### src/rtl/mc_ctrl_pkg.sv
// Shared state encoding, mux-select encodings and Moore output decode
// for the multicycle ARM main control FSM.
package mc_ctrl_pkg;

    typedef enum logic [3:0] {
        S_FETCH    = 4'd0,
        S_DECODE   = 4'd1,
        S_EXECUTER = 4'd2,
        S_EXECUTEI = 4'd3,
        S_ALUWB    = 4'd4,
        S_MEMADR   = 4'd5,
        S_MEMRD    = 4'd6,
        S_MEMWR    = 4'd7,
        S_MEMWB    = 4'd8,
        S_BRANCH   = 4'd9,
        S_EXUSTART = 4'd10,
        S_EXUWAIT  = 4'd11,
        S_WBLO     = 4'd12,
        S_WBHI     = 4'd13,
        S_RECOVER  = 4'd14
    } CtrlState;

    localparam logic [1:0] OP_DP      = 2'b00;
    localparam logic [1:0] OP_MEM     = 2'b01;
    localparam logic [1:0] OP_BRANCH  = 2'b10;
    localparam logic [1:0] OP_ILLEGAL = 2'b11;

    localparam logic [1:0] RES_ALU       = 2'b00;
    localparam logic [1:0] RES_DATA      = 2'b01;
    localparam logic [1:0] RES_ALUDIRECT = 2'b10;

    localparam logic [1:0] SRCA_REG = 2'b00;
    localparam logic [1:0] SRCA_PC  = 2'b01;

    localparam logic [1:0] SRCB_REG  = 2'b00;
    localparam logic [1:0] SRCB_IMM  = 2'b01;
    localparam logic [1:0] SRCB_FOUR = 2'b10;

    // fetch and memWrite are qualifiers: the real strobes also need the memory to complete.
    typedef struct packed {
        logic       fetch;
        logic       memWrite;
        logic       regW;
        logic       branch;
        logic       aluOp;
        logic       adrSrc;
        logic [1:0] aluSrcA;
        logic [1:0] aluSrcB;
        logic [1:0] resultSrc;
        logic       exuStart;
        logic       wbHi;
    } MooreOut;

    function automatic MooreOut decodeOutputs(input CtrlState s);
        MooreOut o;
        o = '0;
        case (s)
            S_FETCH: begin
                o.fetch     = 1'b1;
                o.aluSrcA   = SRCA_PC;
                o.aluSrcB   = SRCB_FOUR;
                o.resultSrc = RES_ALUDIRECT;
            end
            S_DECODE: begin
                o.aluSrcA   = SRCA_PC;
                o.aluSrcB   = SRCB_FOUR;
                o.resultSrc = RES_ALUDIRECT;
            end
            S_EXECUTER: begin
                o.aluSrcA = SRCA_REG;
                o.aluSrcB = SRCB_REG;
                o.aluOp   = 1'b1;
            end
            S_EXECUTEI: begin
                o.aluSrcB = SRCB_IMM;
                o.aluOp   = 1'b1;
            end
            S_ALUWB: begin
                o.resultSrc = RES_ALU;
                o.regW      = 1'b1;
            end
            S_MEMADR: o.aluSrcB = SRCB_IMM;
            S_MEMRD:  o.adrSrc  = 1'b1;
            S_MEMWR: begin
                o.adrSrc   = 1'b1;
                o.memWrite = 1'b1;
            end
            S_MEMWB: begin
                o.resultSrc = RES_DATA;
                o.regW      = 1'b1;
            end
            S_BRANCH: begin
                o.aluSrcB   = SRCB_IMM;
                o.resultSrc = RES_ALUDIRECT;
                o.branch    = 1'b1;
            end
            S_EXUSTART: o.exuStart = 1'b1;
            S_WBLO: begin
                o.regW      = 1'b1;
                o.resultSrc = RES_ALU;
            end
            S_WBHI: begin
                o.regW      = 1'b1;
                o.resultSrc = RES_ALU;
                o.wbHi      = 1'b1;
            end
            default: o = '0;
        endcase
        return o;
    endfunction

endpackage

### src/rtl/mc_ctrl_if.sv
// Decoder/datapath-facing bundle of the main control FSM: instruction class
// and handshake inputs in, datapath enables and mux selects out.
interface mc_ctrl_if;
    logic [1:0] Op;
    logic [5:0] Funct;
    logic       ExuOp;
    logic       Long64;
    logic       MemReady;
    logic       ExuDone;

    logic       IRWrite;
    logic       NextPC;
    logic       RegW;
    logic       MemW;
    logic       Branch;
    logic       ALUOp;
    logic       AdrSrc;
    logic [1:0] ALUSrcA;
    logic [1:0] ALUSrcB;
    logic [1:0] ResultSrc;
    logic       ExuStart;
    logic       WbHi;
    logic       ExuErr;
    logic       IllegalOp;
    logic [3:0] State;

    modport master (
        output Op, Funct, ExuOp, Long64, MemReady, ExuDone,
        input  IRWrite, NextPC, RegW, MemW, Branch, ALUOp, AdrSrc,
               ALUSrcA, ALUSrcB, ResultSrc, ExuStart, WbHi, ExuErr, IllegalOp, State
    );

    modport slave (
        input  Op, Funct, ExuOp, Long64, MemReady, ExuDone,
        output IRWrite, NextPC, RegW, MemW, Branch, ALUOp, AdrSrc,
               ALUSrcA, ALUSrcB, ResultSrc, ExuStart, WbHi, ExuErr, IllegalOp, State
    );
endinterface

### src/rtl/mc_ctrl_exu_timer.sv
// Counts EXUWAIT cycles without ExuDone and flags the cycle in which the
// execution unit has used up its allowed wait.
module exu_timer #(
    parameter int EXU_TIMEOUT = 32
) (
    input  logic clk,
    input  logic reset,
    input  logic clear,
    input  logic enable,
    output logic timeout
);
    localparam int CW = $clog2(EXU_TIMEOUT + 1);
    localparam logic [CW-1:0] LAST = CW'(EXU_TIMEOUT - 1);

    logic [CW-1:0] r_count;

    always_ff @(posedge clk or posedge reset) begin
        if (reset) begin
            r_count <= '0;
        end else if (clear) begin
            r_count <= '0;
        end else if (enable) begin
            r_count <= r_count + CW'(1);
        end
    end

    assign timeout = enable && (r_count == LAST);
endmodule

### src/rtl/mc_ctrl_fsm.sv
// Main control FSM of the multicycle ARM core: fetch/decode/execute/memory/
// writeback with memory wait states, a timed EXU handshake and 64-bit writeback.
module mc_ctrl_fsm
    import mc_ctrl_pkg::*;
#(
    parameter int MEM_WAIT    = 0,
    parameter int EXU_EN      = 1,
    parameter int EXU_TIMEOUT = 32
) (
    input logic      clk,
    input logic      reset,
    mc_ctrl_if.slave bus
);
    CtrlState r_state;
    CtrlState w_nextState;
    MooreOut  r_out;
    logic     r_long64;
    logic     w_memDone;
    logic     w_live;
    logic     w_timerEn;
    logic     w_timerClr;
    logic     w_timeout;
    logic     w_isDecode;
    logic     w_unusedFunct;

    assign w_live        = ~reset;
    assign w_memDone     = (MEM_WAIT == 0) ? 1'b1 : bus.MemReady;
    assign w_isDecode    = (r_state == S_DECODE);
    assign w_timerClr    = (r_state == S_EXUSTART);
    assign w_timerEn     = (r_state == S_EXUWAIT) && !bus.ExuDone;
    assign w_unusedFunct = ^bus.Funct[4:1];

    exu_timer #(
        .EXU_TIMEOUT(EXU_TIMEOUT)
    ) u_timer (
        .clk    (clk),
        .reset  (reset),
        .clear  (w_timerClr),
        .enable (w_timerEn),
        .timeout(w_timeout)
    );

    always_comb begin
        w_nextState = r_state;
        case (r_state)
            S_FETCH:  if (w_memDone) w_nextState = S_DECODE;
            S_DECODE: begin
                case (bus.Op)
                    OP_DP: begin
                        if (bus.ExuOp && (EXU_EN != 0)) w_nextState = S_EXUSTART;
                        else if (bus.Funct[5])          w_nextState = S_EXECUTEI;
                        else                            w_nextState = S_EXECUTER;
                    end
                    OP_MEM:    w_nextState = S_MEMADR;
                    OP_BRANCH: w_nextState = S_BRANCH;
                    default:   w_nextState = S_FETCH;
                endcase
            end
            S_EXECUTER, S_EXECUTEI: w_nextState = S_ALUWB;
            S_MEMADR:   w_nextState = bus.Funct[0] ? S_MEMRD : S_MEMWR;
            S_MEMRD:    if (w_memDone) w_nextState = S_MEMWB;
            S_MEMWR:    if (w_memDone) w_nextState = S_FETCH;
            S_EXUSTART: w_nextState = S_EXUWAIT;
            S_EXUWAIT: begin
                if (bus.ExuDone)    w_nextState = S_WBLO;
                else if (w_timeout) w_nextState = S_FETCH;
            end
            S_WBLO:  w_nextState = r_long64 ? S_WBHI : S_FETCH;
            default: w_nextState = S_FETCH;
        endcase
    end

    // Moore outputs are decoded from the next state so they appear registered
    // in the same cycle the state does.
    always_ff @(posedge clk or posedge reset) begin
        if (reset) begin
            r_state  <= S_FETCH;
            r_out    <= decodeOutputs(S_FETCH);
            r_long64 <= 1'b0;
        end else begin
            r_state <= w_nextState;
            r_out   <= decodeOutputs(w_nextState);
            if (r_state == S_DECODE) begin
                r_long64 <= bus.Long64;
            end
        end
    end

    assign bus.IRWrite   = w_live & r_out.fetch & w_memDone;
    assign bus.NextPC    = w_live & r_out.fetch & w_memDone;
    assign bus.MemW      = w_live & r_out.memWrite & w_memDone;
    assign bus.RegW      = w_live & r_out.regW;
    assign bus.Branch    = w_live & r_out.branch;
    assign bus.ALUOp     = w_live & r_out.aluOp;
    assign bus.AdrSrc    = w_live & r_out.adrSrc;
    assign bus.ALUSrcA   = w_live ? r_out.aluSrcA : 2'b00;
    assign bus.ALUSrcB   = w_live ? r_out.aluSrcB : 2'b00;
    assign bus.ResultSrc = w_live ? r_out.resultSrc : 2'b00;
    assign bus.ExuStart  = w_live & r_out.exuStart;
    assign bus.WbHi      = w_live & r_out.wbHi;
    assign bus.ExuErr    = w_live & w_timeout;
    assign bus.IllegalOp = w_live & w_isDecode & (bus.Op == OP_ILLEGAL);
    assign bus.State     = r_state;
endmodule

### src/flat_wrapper.sv
// flat-port wrapper written by rule: the top's interface ports become plain ports
module mc_ctrl_fsm_flat import mc_ctrl_pkg::*;
#(
    parameter int MEM_WAIT    = 0,
    parameter int EXU_EN      = 1,
    parameter int EXU_TIMEOUT = 32
)
  (clk, reset, bus_Op, bus_Funct, bus_ExuOp, bus_Long64, bus_MemReady, bus_ExuDone, bus_IRWrite, bus_NextPC, bus_RegW, bus_MemW, bus_Branch, bus_ALUOp, bus_AdrSrc, bus_ALUSrcA, bus_ALUSrcB, bus_ResultSrc, bus_ExuStart, bus_WbHi, bus_ExuErr, bus_IllegalOp, bus_State);
  mc_ctrl_if bus_i ();
  input logic clk;
  input logic reset;
  input wire logic [$bits(bus_i.Op)-1:0] bus_Op;
  input wire logic [$bits(bus_i.Funct)-1:0] bus_Funct;
  input wire logic [$bits(bus_i.ExuOp)-1:0] bus_ExuOp;
  input wire logic [$bits(bus_i.Long64)-1:0] bus_Long64;
  input wire logic [$bits(bus_i.MemReady)-1:0] bus_MemReady;
  input wire logic [$bits(bus_i.ExuDone)-1:0] bus_ExuDone;
  output wire logic [$bits(bus_i.IRWrite)-1:0] bus_IRWrite;
  output wire logic [$bits(bus_i.NextPC)-1:0] bus_NextPC;
  output wire logic [$bits(bus_i.RegW)-1:0] bus_RegW;
  output wire logic [$bits(bus_i.MemW)-1:0] bus_MemW;
  output wire logic [$bits(bus_i.Branch)-1:0] bus_Branch;
  output wire logic [$bits(bus_i.ALUOp)-1:0] bus_ALUOp;
  output wire logic [$bits(bus_i.AdrSrc)-1:0] bus_AdrSrc;
  output wire logic [$bits(bus_i.ALUSrcA)-1:0] bus_ALUSrcA;
  output wire logic [$bits(bus_i.ALUSrcB)-1:0] bus_ALUSrcB;
  output wire logic [$bits(bus_i.ResultSrc)-1:0] bus_ResultSrc;
  output wire logic [$bits(bus_i.ExuStart)-1:0] bus_ExuStart;
  output wire logic [$bits(bus_i.WbHi)-1:0] bus_WbHi;
  output wire logic [$bits(bus_i.ExuErr)-1:0] bus_ExuErr;
  output wire logic [$bits(bus_i.IllegalOp)-1:0] bus_IllegalOp;
  output wire logic [$bits(bus_i.State)-1:0] bus_State;
  assign bus_i.Op = bus_Op;
  assign bus_i.Funct = bus_Funct;
  assign bus_i.ExuOp = bus_ExuOp;
  assign bus_i.Long64 = bus_Long64;
  assign bus_i.MemReady = bus_MemReady;
  assign bus_i.ExuDone = bus_ExuDone;
  assign bus_IRWrite = bus_i.IRWrite;
  assign bus_NextPC = bus_i.NextPC;
  assign bus_RegW = bus_i.RegW;
  assign bus_MemW = bus_i.MemW;
  assign bus_Branch = bus_i.Branch;
  assign bus_ALUOp = bus_i.ALUOp;
  assign bus_AdrSrc = bus_i.AdrSrc;
  assign bus_ALUSrcA = bus_i.ALUSrcA;
  assign bus_ALUSrcB = bus_i.ALUSrcB;
  assign bus_ResultSrc = bus_i.ResultSrc;
  assign bus_ExuStart = bus_i.ExuStart;
  assign bus_WbHi = bus_i.WbHi;
  assign bus_ExuErr = bus_i.ExuErr;
  assign bus_IllegalOp = bus_i.IllegalOp;
  assign bus_State = bus_i.State;
  mc_ctrl_fsm #(.MEM_WAIT(MEM_WAIT), .EXU_EN(EXU_EN), .EXU_TIMEOUT(EXU_TIMEOUT)) u_core (.clk(clk), .reset(reset), .bus(bus_i));
endmodule
### config.mk
export PLATFORM = sky130hd
export DESIGN_NAME = mc_ctrl_fsm_flat
export DESIGN_NICKNAME = d
export VERILOG_FILES = /design/src/rtl/mc_ctrl_pkg.sv /design/src/rtl/mc_ctrl_if.sv /design/src/rtl/mc_ctrl_exu_timer.sv /design/src/rtl/mc_ctrl_fsm.sv /design/src/flat_wrapper.sv
export SDC_FILE = /design/constraint.sdc
export NUM_CORES = 1
export LEC_CHECK = 0
export CORE_MARGIN = 4
export CORE_UTILIZATION = 43
export CTS_CLUSTER_DIAMETER = 80
export DETAILED_ROUTE_END_ITERATION = 7
export GPL_ROUTABILITY_DRIVEN = 1
export PLACE_DENSITY = 0.75
export SLEW_MARGIN = 20
export SYNTH_ARGS = -nofsm -noshare
export SYNTH_HDL_FRONTEND = slang
export SYNTH_SLANG_ARGS = --single-unit
### constraint.sdc
create_clock -name clk -period 2 [get_ports clk]
set_input_delay 0.3 -clock clk [delete_from_list [all_inputs] [get_ports clk]]
set_output_delay 0.3 -clock clk [all_outputs]
set_load 0.01 [all_outputs]
### M1 wires

Supply wires on this layer in grey.
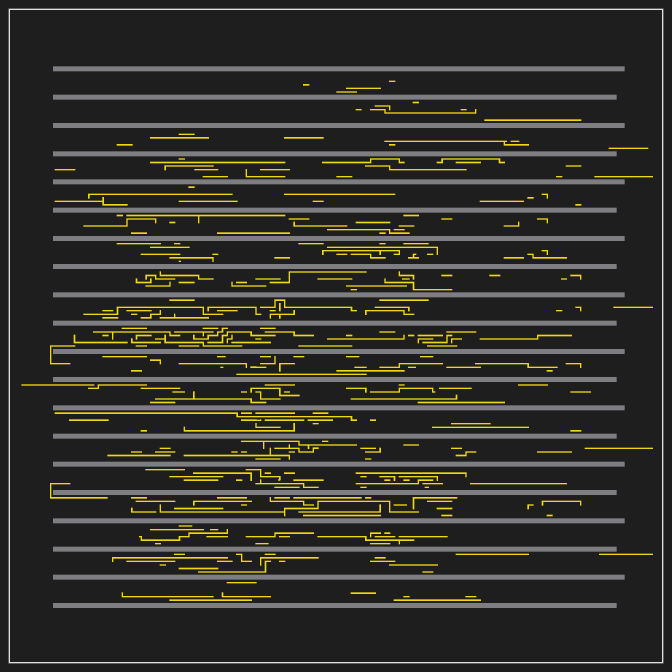
longest straight run	17.5 um
nets with wire on the layer	169
share of all routed wire	42%
wire length on this layer	1,130 um
WL final: 2.67 mm
met1 GRT Util: 16.5%

### Cell classes on the final placement

The bar under the picture is 20 um long. Fill, decap, tap and diode cells in grey.
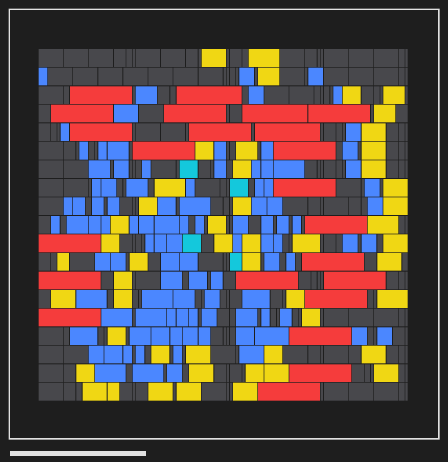
class	colour	cells
clock drivers and dummy loads	cyan	4
flip-flops	red	23
all other logic	blue	102
other buffers and delay cells	yellow	50
core area: 2810 um^2
final instance area: 1750 um^2
Util after Layout: 62.3%

### Wires at chosen ports, followed through buffers

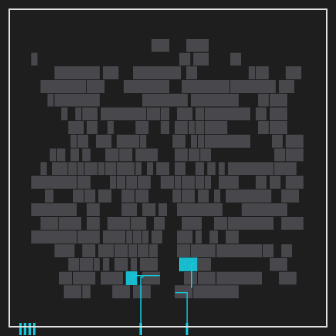
port	colour	bits	direction	end cells	buffers	wire
bus_Funct	cyan	6	input	2	2	29.8 um
Ports: 35
input/output buffers: 28

==> qor.yml <==
status: "complete, no violations"
cts_hold_buf: 0
cts_tree: "built"
top_cells_by_count: "dfrtp_1, nor2_1, nor2b_1, inv_1, a21oi_1"
clk_pin_slew_ps: 130
async_reset_ff_share_pct: 100
top_cells_by_area: "dfrtp_1, dfstp_2, ha_1, nor2b_1, nor2_1"
layout-drive-gt1-share_pct: 22.3
hold_viol_final: 0
cts_inserted_buffers: 3
wl_met3_um: 157
leakage_nw: 0.878
htreeDepth: 1
vdd_drop_max_v: 0.000470
syn_nets: 153
cts_resized: 9
timing.final.ws_setup_ps: 79.8
gp_congestion: 0.827
top_area_share_pct: 38.8
post_dp_cell_area_um2: 1720
n_antenna_cell: 0
track_usage_pct: 14.5
detail_route.wl_per_cell_um: 12.7
grt_max_degree: 24
critPathMaxStageDelay_ps: 560
syn_area_um2: 1290
dpl.hpwl_mm: 2.17
dp_slack_ps: -262
rr_worst_depth: 4
avgSynthCellArea_um2: 9.71
num-fill-cells: 247
ys.flop_type: "dfrtp_1"
synth_cells: 133
crit_type: "reg2out"
wl_met1_mm: 1.13
path_buffers: 1
fin_cells: 210
logic_area_um2: 619
grt_pass1_vias: 1071
vias: 1075
dr.pass1.iters: 4
drv_slew: 0
post_cts_buffers: 0
ys_seq_share_pct: 44.9
remaining_drc_errors: 0
crit_path_cell_trace: "or4b_4 > nor3b_1 > buf_2"
grt_setup_unrepaired: "true"
required_ps: 1700
fin_setup_tns_ps: 0
numSynthFlops: 23
synth.distinct_cells: 42
fp-utilization_pct: 46.0
worstSetupStartpointType: "register"
top_layer: "met4"
ys_area_um2: 1290
cp_num_cells: 3
ant_nets: 0
lay_top_count: "buf_4"
synth-edff-count: 0
clock_skew_ps: 2.90
layout_top_cells: "buf_4, dfrtp_1, clkdlybuf4s50_1"
crit_fanout: 3
cts.sink_count: 23
die_x_um: 62.8
fin_crit_ps: 1920
floorplan.die_area_um2: 3940
antenna_found_initial: 0
met2_length_mm: 1.38
dpl.cell_count: 206
ys_cells: 133
fmaxAchievable_ghz: 0.521
total_power_mw: 2.10
area_delta_synth_final_pct: 35.3
std_cell_rows: 19
synth_warnings: 0
max-cap-violations: 0
cts-root-buf: "clkbuf_4"
dr.first_iter.drc_count: 24
ff_latch_area_um2: 579
fin_nets: 200
-- tightest hold or removal path, cell delays in order --
cell and delay [ps]:
dlymetal6s2s_1 170, buf_6 160, inv_1 50, buf_4 270
-- cell families (layout without fill, tap and decap cells) --
logic type | count (synthesis) | after routing | share of synthesized area, %
compound gates | 17 | 17 | 8.24
xor+xnor | 5 | 5 | 3.39
fa+ha+maj | 6 | 6 | 5.81
buf+inv | 18 | 64 | 7.46
flops | 23 | 23 | 44.9
mux | 1 | 1 | 0.872
other cells | 1 | 1 | 0.290
simple gates | 62 | 62 | 29.1
-- registers in the layout (all words and copies together) (netlist names) --
name,flops
u_core.r_long64,1
u_core.u_timer.r_count,6
u_core.r_out,12
u_core.bus.State,4
-- worst paths after layout --
path	from	to	slack [ps]
worst min register to register	u_core.u_timer.r_count[5]	u_core.u_timer.r_count[5]	560
worst max-delay path	u_core.bus.State[1]	bus_IllegalOp	80
max in group asynchronous	reset	u_core.r_out[13]	1470
min in group clk	u_core.u_timer.r_count[5]	u_core.u_timer.r_count[5]	560
worst max register to register	u_core.bus.State[1]	u_core.r_out[0]	80
worst min-delay path	reset	u_core.r_out[8]	250
-- power breakdown --
group          internal [mW]  leakage, nW  total, mW  switching [mW]
Sequential             0.623        0.302      0.676          0.0533
Combinational          0.616        0.558       1.21           0.594
Clock                 0.0745       0.0177      0.212           0.137
-- area by class of cell --
cell class	instances	area share [%]
clock inverters	1	0.287
well taps	31	2.22
repair buffers	50	25.4
multi-input cells	92	35.5
inverters	10	2.15
clock buffers	3	1.29
flip-flops and latches	23	33.2
-- layer usage --
layer  track usage [%]  vias up
li1                  -      543
met1              16.5      496
met2              27.7       34
met3              3.06        2
met4              2.48        0
met5                 0        -
Power is estimated from default activity; no workload was simulated.
